Figure 1. Met2 routing (run 1).
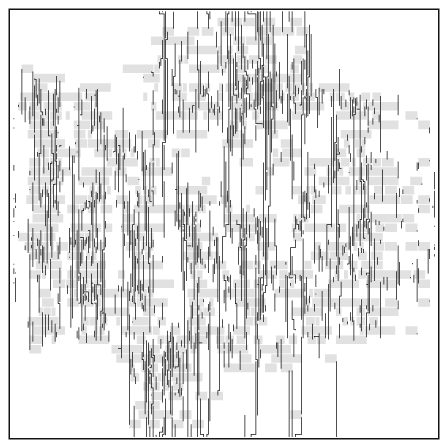
Figure 2. Gate families picked out (run 1).
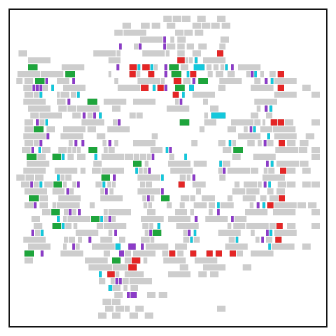
Figure 3. Register map, names as in the netlist (run 1).
Other sequential cells in the stronger gray, the rest of the logic in the fainter gray.
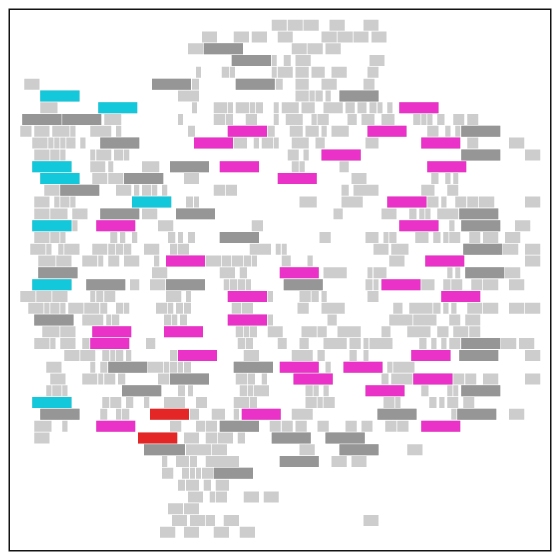
## src/rtl/y_operand_stage_if.sv

```systemverilog
// Handshake and operand bundle between the ID stage, the Y-operand stage and EX.
// master = upstream/downstream environment side, slave = the operand stage itself.
interface y_operand_stage_if #(
  parameter int DATA_W = 32,
  parameter int TAG_W  = 8
);

  logic              flush;
  logic              in_valid;
  logic              in_ready;
  logic [DATA_W-1:0] instr;
  logic [DATA_W-1:0] b;
  logic [2:0]        y_sel;
  logic [TAG_W-1:0]  tag_in;
  logic [1:0]        fwd_sel;
  logic [DATA_W-1:0] fwd_exmem;
  logic [DATA_W-1:0] fwd_memwb;
  logic              out_valid;
  logic              out_ready;
  logic [DATA_W-1:0] y;
  logic [TAG_W-1:0]  tag_out;
  logic [1:0]        occupancy;

  modport master (
    output flush,
    output in_valid,
    output instr,
    output b,
    output y_sel,
    output tag_in,
    output fwd_sel,
    output fwd_exmem,
    output fwd_memwb,
    output out_ready,
    input  in_ready,
    input  out_valid,
    input  y,
    input  tag_out,
    input  occupancy
  );

  modport slave (
    input  flush,
    input  in_valid,
    input  instr,
    input  b,
    input  y_sel,
    input  tag_in,
    input  fwd_sel,
    input  fwd_exmem,
    input  fwd_memwb,
    input  out_ready,
    output in_ready,
    output out_valid,
    output y,
    output tag_out,
    output occupancy
  );

endinterface

```

## src/rtl/y_operand_stage.sv

```systemverilog
// EX-stage second ALU operand select behind a 2-entry skid buffer (output reg + skid reg).
// Define Y_OPERAND_FWD_EN to enable EX/MEM and MEM/WB forwarding into the B operand.
module y_operand_stage #(
  parameter int DATA_W    = 32,
  parameter int IMM_W     = 16,
  parameter int SHAMT_W   = 5,
  parameter int SHAMT_LSB = 6,
  parameter int TAG_W     = 8
) (
  input logic              clk,
  input logic              rst_n,
  y_operand_stage_if.slave bus
);

  generate
    if (DATA_W < 2 * IMM_W) begin : g_bad_data_w
      $error("y_operand_stage: DATA_W (%0d) must be >= 2*IMM_W (%0d)", DATA_W, 2 * IMM_W);
    end
    if (SHAMT_LSB + SHAMT_W > DATA_W) begin : g_bad_shamt
      $error("y_operand_stage: shamt field exceeds instruction width");
    end
  endgenerate

  localparam logic [2:0] SEL_B     = 3'd0;
  localparam logic [2:0] SEL_SHAMT = 3'd1;
  localparam logic [2:0] SEL_ZERO  = 3'd2;
  localparam logic [2:0] SEL_SEXT  = 3'd3;
  localparam logic [2:0] SEL_ZEXT  = 3'd4;
  localparam logic [2:0] SEL_UPPER = 3'd5;

  typedef enum logic [1:0] {
    EMPTY = 2'd0,
    ONE   = 2'd1,
    FULL  = 2'd2
  } state_t;

  state_t            state;
  logic [DATA_W-1:0] or_data;
  logic [TAG_W-1:0]  or_tag;
  logic [DATA_W-1:0] sk_data;
  logic [TAG_W-1:0]  sk_tag;
  logic              out_valid_q;
  logic              in_ready_q;
  logic [1:0]        occupancy_q;

  logic [IMM_W-1:0]   imm;
  logic [SHAMT_W-1:0] shamt;
  logic [DATA_W-1:0]  bsrc;
  logic [DATA_W-1:0]  operand;
  logic               accept;
  logic               transfer;

  assign imm   = bus.instr[IMM_W-1:0];
  assign shamt = bus.instr[SHAMT_LSB +: SHAMT_W];

`ifdef Y_OPERAND_FWD_EN
  always_comb begin
    bsrc = bus.b;
    case (bus.fwd_sel)
      2'd1:    bsrc = bus.fwd_exmem;
      2'd2:    bsrc = bus.fwd_memwb;
      default: bsrc = bus.b;
    endcase
  end

  logic unused_instr_bits;
  assign unused_instr_bits = ^bus.instr;
`else
  assign bsrc = bus.b;

  // Forwarding inputs stay on the interface but feed nothing in this build.
  logic unused_instr_bits;
  assign unused_instr_bits = ^{bus.instr, bus.fwd_sel, bus.fwd_exmem, bus.fwd_memwb};
`endif

  always_comb begin
    operand = '0;
    case (bus.y_sel)
      SEL_B:     operand = bsrc;
      SEL_SHAMT: operand = DATA_W'(shamt);
      SEL_ZERO:  operand = '0;
      SEL_SEXT:  operand = {{(DATA_W - IMM_W){imm[IMM_W-1]}}, imm};
      SEL_ZEXT:  operand = DATA_W'(imm);
      SEL_UPPER: operand = DATA_W'(imm) << IMM_W;
      default:   operand = '0;
    endcase
  end

  assign accept   = bus.in_valid && in_ready_q;
  assign transfer = out_valid_q && bus.out_ready;

  // in_ready is registered so a downstream stall never reaches ID combinationally.
  always_ff @(posedge clk or negedge rst_n) begin
    if (!rst_n) begin
      state       <= EMPTY;
      or_data     <= '0;
      or_tag      <= '0;
      sk_data     <= '0;
      sk_tag      <= '0;
      out_valid_q <= 1'b0;
      in_ready_q  <= 1'b1;
      occupancy_q <= 2'd0;
    end else if (bus.flush) begin
      state       <= EMPTY;
      out_valid_q <= 1'b0;
      in_ready_q  <= 1'b1;
      occupancy_q <= 2'd0;
    end else begin
      case (state)
        EMPTY: begin
          if (accept) begin
            or_data     <= operand;
            or_tag      <= bus.tag_in;
            out_valid_q <= 1'b1;
            occupancy_q <= 2'd1;
            state       <= ONE;
          end
        end
        ONE: begin
          if (accept && transfer) begin
            or_data <= operand;
            or_tag  <= bus.tag_in;
          end else if (transfer) begin
            out_valid_q <= 1'b0;
            occupancy_q <= 2'd0;
            state       <= EMPTY;
          end else if (accept) begin
            sk_data     <= operand;
            sk_tag      <= bus.tag_in;
            in_ready_q  <= 1'b0;
            occupancy_q <= 2'd2;
            state       <= FULL;
          end
        end
        FULL: begin
          if (transfer) begin
            or_data     <= sk_data;
            or_tag      <= sk_tag;
            in_ready_q  <= 1'b1;
            occupancy_q <= 2'd1;
            state       <= ONE;
          end
        end
        default: begin
          out_valid_q <= 1'b0;
          in_ready_q  <= 1'b1;
          occupancy_q <= 2'd0;
          state       <= EMPTY;
        end
      endcase
    end
  end

  assign bus.y         = or_data;
  assign bus.tag_out   = or_tag;
  assign bus.out_valid = out_valid_q;
  assign bus.in_ready  = in_ready_q;
  assign bus.occupancy = occupancy_q;

endmodule

```

## src/flat_wrapper.sv

```systemverilog
// flat-port wrapper written by rule: the top's interface ports become plain ports
module y_operand_stage_flat 
#(
  parameter int DATA_W    = 32,
  parameter int IMM_W     = 16,
  parameter int SHAMT_W   = 5,
  parameter int SHAMT_LSB = 6,
  parameter int TAG_W     = 8
)
  (clk, rst_n, bus_flush, bus_in_valid, bus_instr, bus_b, bus_y_sel, bus_tag_in, bus_fwd_sel, bus_fwd_exmem, bus_fwd_memwb, bus_out_ready, bus_in_ready, bus_out_valid, bus_y, bus_tag_out, bus_occupancy);
  y_operand_stage_if #(.DATA_W(DATA_W), .TAG_W(TAG_W)) bus_i ();
  input logic clk;
  input logic rst_n;
  input wire logic [$bits(bus_i.flush)-1:0] bus_flush;
  input wire logic [$bits(bus_i.in_valid)-1:0] bus_in_valid;
  input wire logic [$bits(bus_i.instr)-1:0] bus_instr;
  input wire logic [$bits(bus_i.b)-1:0] bus_b;
  input wire logic [$bits(bus_i.y_sel)-1:0] bus_y_sel;
  input wire logic [$bits(bus_i.tag_in)-1:0] bus_tag_in;
  input wire logic [$bits(bus_i.fwd_sel)-1:0] bus_fwd_sel;
  input wire logic [$bits(bus_i.fwd_exmem)-1:0] bus_fwd_exmem;
  input wire logic [$bits(bus_i.fwd_memwb)-1:0] bus_fwd_memwb;
  input wire logic [$bits(bus_i.out_ready)-1:0] bus_out_ready;
  output wire logic [$bits(bus_i.in_ready)-1:0] bus_in_ready;
  output wire logic [$bits(bus_i.out_valid)-1:0] bus_out_valid;
  output wire logic [$bits(bus_i.y)-1:0] bus_y;
  output wire logic [$bits(bus_i.tag_out)-1:0] bus_tag_out;
  output wire logic [$bits(bus_i.occupancy)-1:0] bus_occupancy;
  assign bus_i.flush = bus_flush;
  assign bus_i.in_valid = bus_in_valid;
  assign bus_i.instr = bus_instr;
  assign bus_i.b = bus_b;
  assign bus_i.y_sel = bus_y_sel;
  assign bus_i.tag_in = bus_tag_in;
  assign bus_i.fwd_sel = bus_fwd_sel;
  assign bus_i.fwd_exmem = bus_fwd_exmem;
  assign bus_i.fwd_memwb = bus_fwd_memwb;
  assign bus_i.out_ready = bus_out_ready;
  assign bus_in_ready = bus_i.in_ready;
  assign bus_out_valid = bus_i.out_valid;
  assign bus_y = bus_i.y;
  assign bus_tag_out = bus_i.tag_out;
  assign bus_occupancy = bus_i.occupancy;
  y_operand_stage #(.DATA_W(DATA_W), .IMM_W(IMM_W), .SHAMT_W(SHAMT_W), .SHAMT_LSB(SHAMT_LSB), .TAG_W(TAG_W)) u_core (.clk(clk), .rst_n(rst_n), .bus(bus_i));
endmodule
```

## config.mk

```make
export PLATFORM = sky130hd
export DESIGN_NAME = y_operand_stage_flat
export DESIGN_NICKNAME = d
export VERILOG_FILES = /design/src/rtl/y_operand_stage_if.sv /design/src/rtl/y_operand_stage.sv /design/src/flat_wrapper.sv
export SDC_FILE = /design/constraint.sdc
export NUM_CORES = 1
export LEC_CHECK = 0
export CAP_MARGIN = 40
export CORE_MARGIN = 2
export CORE_UTILIZATION = 30
export CTS_BUF_LIST = sky130_fd_sc_hd__clkbuf_8
export CTS_CLUSTER_DIAMETER = 40
export DETAILED_ROUTE_END_ITERATION = 7
export SYNTH_ARGS = -nofsm -noshare
export SYNTH_HDL_FRONTEND = slang
export SYNTH_SLANG_ARGS = --single-unit
```

## constraint.sdc

```tcl
create_clock -name clk -period 3.8 [get_ports clk]
set_clock_uncertainty 0.05 [all_clocks]
set_input_delay 0.38 -clock clk [delete_from_list [all_inputs] [get_ports clk]]
set_output_delay 0.38 -clock clk [all_outputs]
set_load 0.02 [all_outputs]
```

==> out/results.ini, run 1 <==
[logic_synthesis]
top_cells_by_area = dfrtp_1 (48%), nand2_1 (5.8%), o21ai_0 (5.7%)
synth_top_area_share = 0.476
synthCells = 450
ys_sh_xor = 0.00201
yosys_area_um2 = 4360
synth_area_leader_cell = dfrtp_1
synthAoiAreaFrac = 0.261

[power_and_ir_drop]
ir_drop_mv = 0.356
leakage_nw = 2.52
p_per_area_nw_per_um2 = 541

[flow_run]
warnings = 108

[finish]
drive_gt1_frac = 0.112
layout_top_cells = clkdlybuf4s50_1 (106), dfrtp_1 (83), nand2_1 (67)
nets = 687
logic_area_um2 = 2070

[final_timing]
hold_viol = 0
fin_crit_ns = 2.36
relSlewSlack = 0.412
fmax_mhz = 423
worstMarginPinSlew_ns = 0.883
maxSlewViolCount = 0
layout_setup_ws_ns = 1.44
rsz0062_at_grt = false

[drt]
vias_per_cell = 5.09
vias = 3717
drc = 0
postRouteAntennaNets = 0
drtIter0Drc = 214

[status]
status = completed

[placed_design]
finalWeightedCongestion = 0.812

[grt]
grt_antenna_before_repair = 0
grt_max_degree = 58
grt_pass1_vias = 3748
grt_pass1_wl_um = 20500

[clocking]
tritoncts = done
cts_root_buf = clkbuf_8
numCtsBuffers = 9
clkLatencyLatePin_ns = 0.37
clock_sink_count = 84
post_cts_buffers = 0

[floorplan]
coreArea_um2 = 14400
fp_util = 0.303
die_y_um = 125
boundaryPins = 190
rows = 44

[setup_path]
critical_path_class = input pin to register
end_kind = register
crit_arrival_ns = 2.63
crit_path_start_kind = input pin
crit_fanout = 16

[min_path]
worstHoldPathType = input pin to asynchronous set/reset pin

## Picture notes: Figure 1
longest straight run: 47.3 um
wire length on this layer: 5,750 um
share of all routed wire: 46%

## Picture notes: Figure 2
[green] multiplexers | cells: 25
[cyan] NOR gates | cells: 49
[red] AND-OR and OR-AND gates | cells: 30
[purple] NAND gates | cells: 70

## Picture notes: Figure 3
[red] `u_core.state` | sequential cells: 2
[magenta] `u_core.sk_data` | sequential cells: 32
[cyan] `u_core.sk_tag` | sequential cells: 8

[run 1: state kept, by name (all words and copies together), names as in the netlist]
signal and count:
u_core.bus.out_valid 1, u_core.sk_data 32, u_core.bus.y 32, u_core.bus.tag_out 8, u_core.sk_tag 8, u_core.state 2, u_core.bus.in_ready 1
[run 1: layer usage]
layer / routed length (um) / track usage / vias up
met1: 6020 / 0.227 / 1812
met3: 655 / 0.0494 / 13
li1: - / - / 1807
met4: 170 / 0.0522 / 0
met2: 5750 / 0.257 / 85
met5: 0 / 0 / -
[run 1: worst max-delay path, stage by stage]
cell,delay (ns)
clkdlybuf4s50_1,0.88
and4b_1,0.80
a221oi_1,0.15
a211oi_1,0.31
a21o_1,0.11
[run 1: Yosys cell counts, types with 2 or more instances]
master / instances
clkbuf_1: 15
and2_1: 16
a31o_2: 5
a211oi_1: 27
nor2_1: 44
o21bai_1: 2
o21ai_0: 50
a221oi_1: 6
buf_4: 3
a32oi_1: 6
a31oi_1: 8
buf_2: 12
dfrtp_1: 83
a21oi_1: 19
a221oi_2: 9
nand2_1: 67
a21o_1: 22
and3b_1: 2
nor2b_1: 2
mux2_2: 14
buf_6: 4
mux2i_1: 11
o21ai_1: 2
[run 1: stage by stage]
| stage | power (mW) | cells | utilization | area (um^2) | hold WS [ns] |
|---|---|---|---|---|---|
| finish | 3.09 | 730 | 0.397 | 5710 | 0.0270 |
| floorplan | 1.98 | 450 | - | 4360 | 0.0344 |
| global route | 3.30 | 730 | 0.397 | 5710 | 0.0689 |
| detailed placement | 2.53 | 714 | 0.385 | 5530 | 0.415 |
| CTS | 3.13 | 730 | 0.397 | 5710 | 0.0371 |
| global placement | 2.49 | 714 | 0.385 | 5530 | 0.407 |
[run 1: path summary, 6_finish.rpt]
check | from | to | slack (ns) | cells after the start
max reg2reg | u_core.state[1] | u_core.sk_data[3] | 1.69 | 5
min | rst_n | u_core.bus.tag_out[3] | 0.03 | 1
min reg2reg | u_core.sk_data[12] | u_core.sk_data[12] | 0.43 | 2
max | bus_y_sel[1] | u_core.bus.y[16] | 1.44 | 5
min in group clk | u_core.sk_data[12] | u_core.sk_data[12] | 0.43 | 2
max in group asynchronous | rst_n | u_core.sk_data[25] | 2.79 | 2
[run 1: report_power, final]
part,internal (mW),switching (mW)
Clock,0.264,0.318
Sequential,1.21,0.179
Combinational,0.548,0.570
[run 1: cell type report]
class | instances | share of cell area
clock buffers | 11 | 0.0265
clock inverters | 5 | 0.00373
inverters | 1 | 0.000658
multi-input cells | 330 | 0.362
flip-flops and latches | 84 | 0.369
well taps | 184 | 0.0404
repair buffers | 115 | 0.198
[run 1: cells by family (layout without fill, tap and decap cells)]
group | count (synthesis) | count (layout)
xor gates and xnor gates | 1 | 1
and+or+nand+nor | 142 | 142
muxes | 25 | 25
DFF | 84 | 84
buffers and inverters | 36 | 132
AOI/OAI and AO/OA | 162 | 162
Figure 4. Metal 3 (run 1).
Scale bar: 20 um.
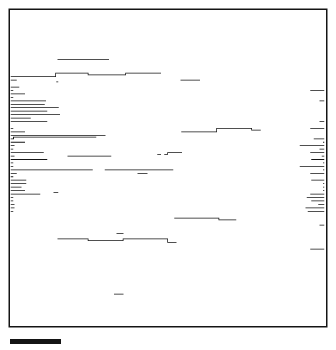

==> run 2: changes to the inputs <==
==> constraint.sdc (replaced) <==
create_clock -name clk -period 1.95 [get_ports clk]
set_clock_uncertainty 0.05 [all_clocks]
set_input_delay 0.195 -clock clk [delete_from_list [all_inputs] [get_ports clk]]
set_output_delay 0.195 -clock clk [all_outputs]
set_load 0.02 [all_outputs]
Figure 5. Metal 3 (run 2).
Scale bar: 20 um.
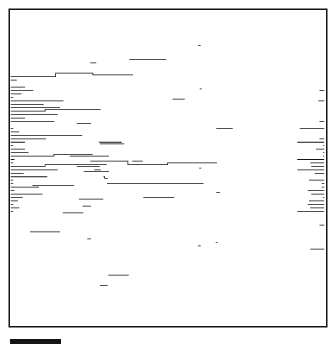
share of all routed wire: 6.2%
nets with wire on the layer: 84

Figure 6. Gate families picked out (run 2).
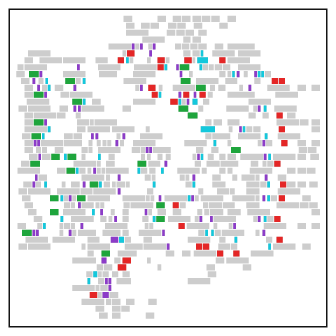
fraction of area in multi-input gates: 0.345
non-filler cells, final: 746
most numerous logic cell after layout: clkdlybuf4s50_1

==> out/results.ini, run 2 <==
[flow_run]
maxCapViolations = 0
warnings = 108

[clocking]
path_clk_slew_ns = 0.09
numCtsBuffers = 9
cts_root_buf = clkbuf_8
h-tree-depth = 3
clk_path_buf_depth = 2
clkLatencyLatePin_ns = 0.37
clock_sink_count = 84
tritoncts = done
post_cts_buffers = 0
ctsResizeCount = 0

[grt]
track_usage = 0.165
grt_max_degree = 64
grt_pass1_vias = 3796
grt_antenna_before_repair = 0
grt_pass1_wl_um = 20400
gr-total-overflow = 0

[finish]
layout_top_cells = clkdlybuf4s50_1 (106), dfrtp_1 (83), nand2_1 (67)
drive_gt1_frac = 0.141
antenna_cells = 0
area_growth_syn_to_layout_pct = 37.3
nets = 704

[placed_design]
place_inst = 730
dp_hpwl_um = 9000
finalWeightedCongestion = 0.862
pre_cts_slack_ns = -0.0240

[logic_synthesis]
ys_warn_count = 0
syn_area_um2 = 4360
top_cells_by_area = dfrtp_1 (48%), nand2_1 (5.8%), o21ai_0 (5.7%)
ys_sh_xor = 0.00201
top_logic_kind = AND-OR/OR-AND gates
synth.most_common_cell = dfrtp_1
synth_top_area_share = 0.476
synth_area_leader_cell = dfrtp_1
edf_count = 0
synthAoiAreaFrac = 0.261
mux_share = 0.0614
synthCells = 450
ys_top_cells_by_count = dfrtp_1 (83), nand2_1 (67), o21ai_0 (50)
ys_seq_frac = 0.482
yosys_area_um2 = 4360
yosys_cells = 450
ys_types = 44

[setup_path]
cp_slowest_cell = clkdlybuf4s50_1
crit_chain = clkdlybuf4s50_1
crit_arrival_ns = 1.56
crit_family = buffers and inverters
critical_path_class = register to output port
cp.required_ns = 1.70
max_stage_delay_ns = 0.63
end_kind = output port
crit_fanout = 6
worst-path-buf-inv = 1
regToRegSetupSlack_ns = 0.21
crit_path_start_kind = register

[min_path]
worstHoldPathType = input pin to asynchronous set/reset pin

[final_timing]
relSlewSlack = 0.713
fmax_mhz = 553
timing.final.crit_share = 0.927
worstMarginPinSlew_ns = 0.431
layout_setup_ws_ns = 0.143
hold_viol = 0
fin_crit_ns = 1.81
setup_violations = 0
rsz0062_at_grt = false
maxSlewViolCount = 0

[floorplan]
fp_util = 0.303
boundaryPins = 190
rows = 44
die_y_um = 125
coreArea_um2 = 14400
chipWidth_um = 125

[drt]
wire_per_inst_um = 16.8
postRouteAntennaNets = 0
drc = 0
drt_wl_total_um = 12500
drtIter0Drc = 200
vias = 3770
vias_per_cell = 5.05

[power_and_ir_drop]
leakage_nw = 2.65
p_per_area_nw_per_um2 = 1060
ir_drop_mv = 0.594

[status]
status = completed

[run 2: worst paths after layout]
| path | start | endpoint | cells after the start |
|---|---|---|---|
| setup reg to reg | u_core.bus.in_ready | u_core.bus.tag_out[1] | 5 |
| setup / recovery | u_core.bus.in_ready | bus_in_ready | 1 |
| hold / removal | rst_n | u_core.sk_tag[6] | 2 |
| min in group clk | bus_tag_in[5] | u_core.bus.tag_out[5] | 3 |
| hold reg to reg | u_core.bus.y[24] | u_core.bus.y[24] | 1 |
| max in group asynchronous | rst_n | u_core.bus.y[23] | 3 |
[run 2: cell families after synthesis]
family                    Yosys count
muxes                              25
AOI/OAI and AO/OA                 162
DFF                                84
buffers and inverters              36
xor gates and xnor gates            1
and+or+nand+nor                   142
[run 2: final cells by class]
type	count	area, um^2
clock inverter	4	72.6
multi-input combinational	330	2070
timing repair buffer	132	1360
tap	184	230
sequential	84	2100
inverter	1	3.75
fill	1382	8380
clock buffer	11	151
[run 2: per-layer routing]
| metal | vias to the layer above | share of wire | wire (um) | track usage |
|---|---|---|---|---|
| met5 | - | 0 | 0 | 0 |
| met4 | 0 | 0.016 | 195 | 0.0568 |
| met3 | 15 | 0.062 | 781 | 0.0374 |
| met2 | 114 | 0.45 | 5690 | 0.259 |
| met1 | 1813 | 0.47 | 5860 | 0.224 |
| li1 | 1828 | - | - | - |
[run 2: where the power goes]
group          internal (mW)  switching, mW  total [mW]
Combinational           1.12           1.13        2.25
Clock                  0.782          0.635        1.42
Sequential              2.35          0.337        2.69
Total                   4.26           2.10        6.36
[run 2: metrics by stage]
stage / util / power (mW) / area (um^2) / hold WS, ns / TNS (ns)
final: 0.417 / 6.36 / 5990 / 0.205 / 0
after global routing: 0.417 / 6.77 / 5990 / 0.212 / 0
after CTS: 0.417 / 6.44 / 5990 / 0.192 / 0
after detailed placement: 0.400 / 5.00 / 5750 / 0.0595 / -0.111
after global placement: 0.400 / 4.93 / 5750 / 0.0532 / -0.00635
after floorplan: - / 3.86 / 4360 / -0.151 / 0
No activity file was given, so power comes from the tool's default toggle rates.
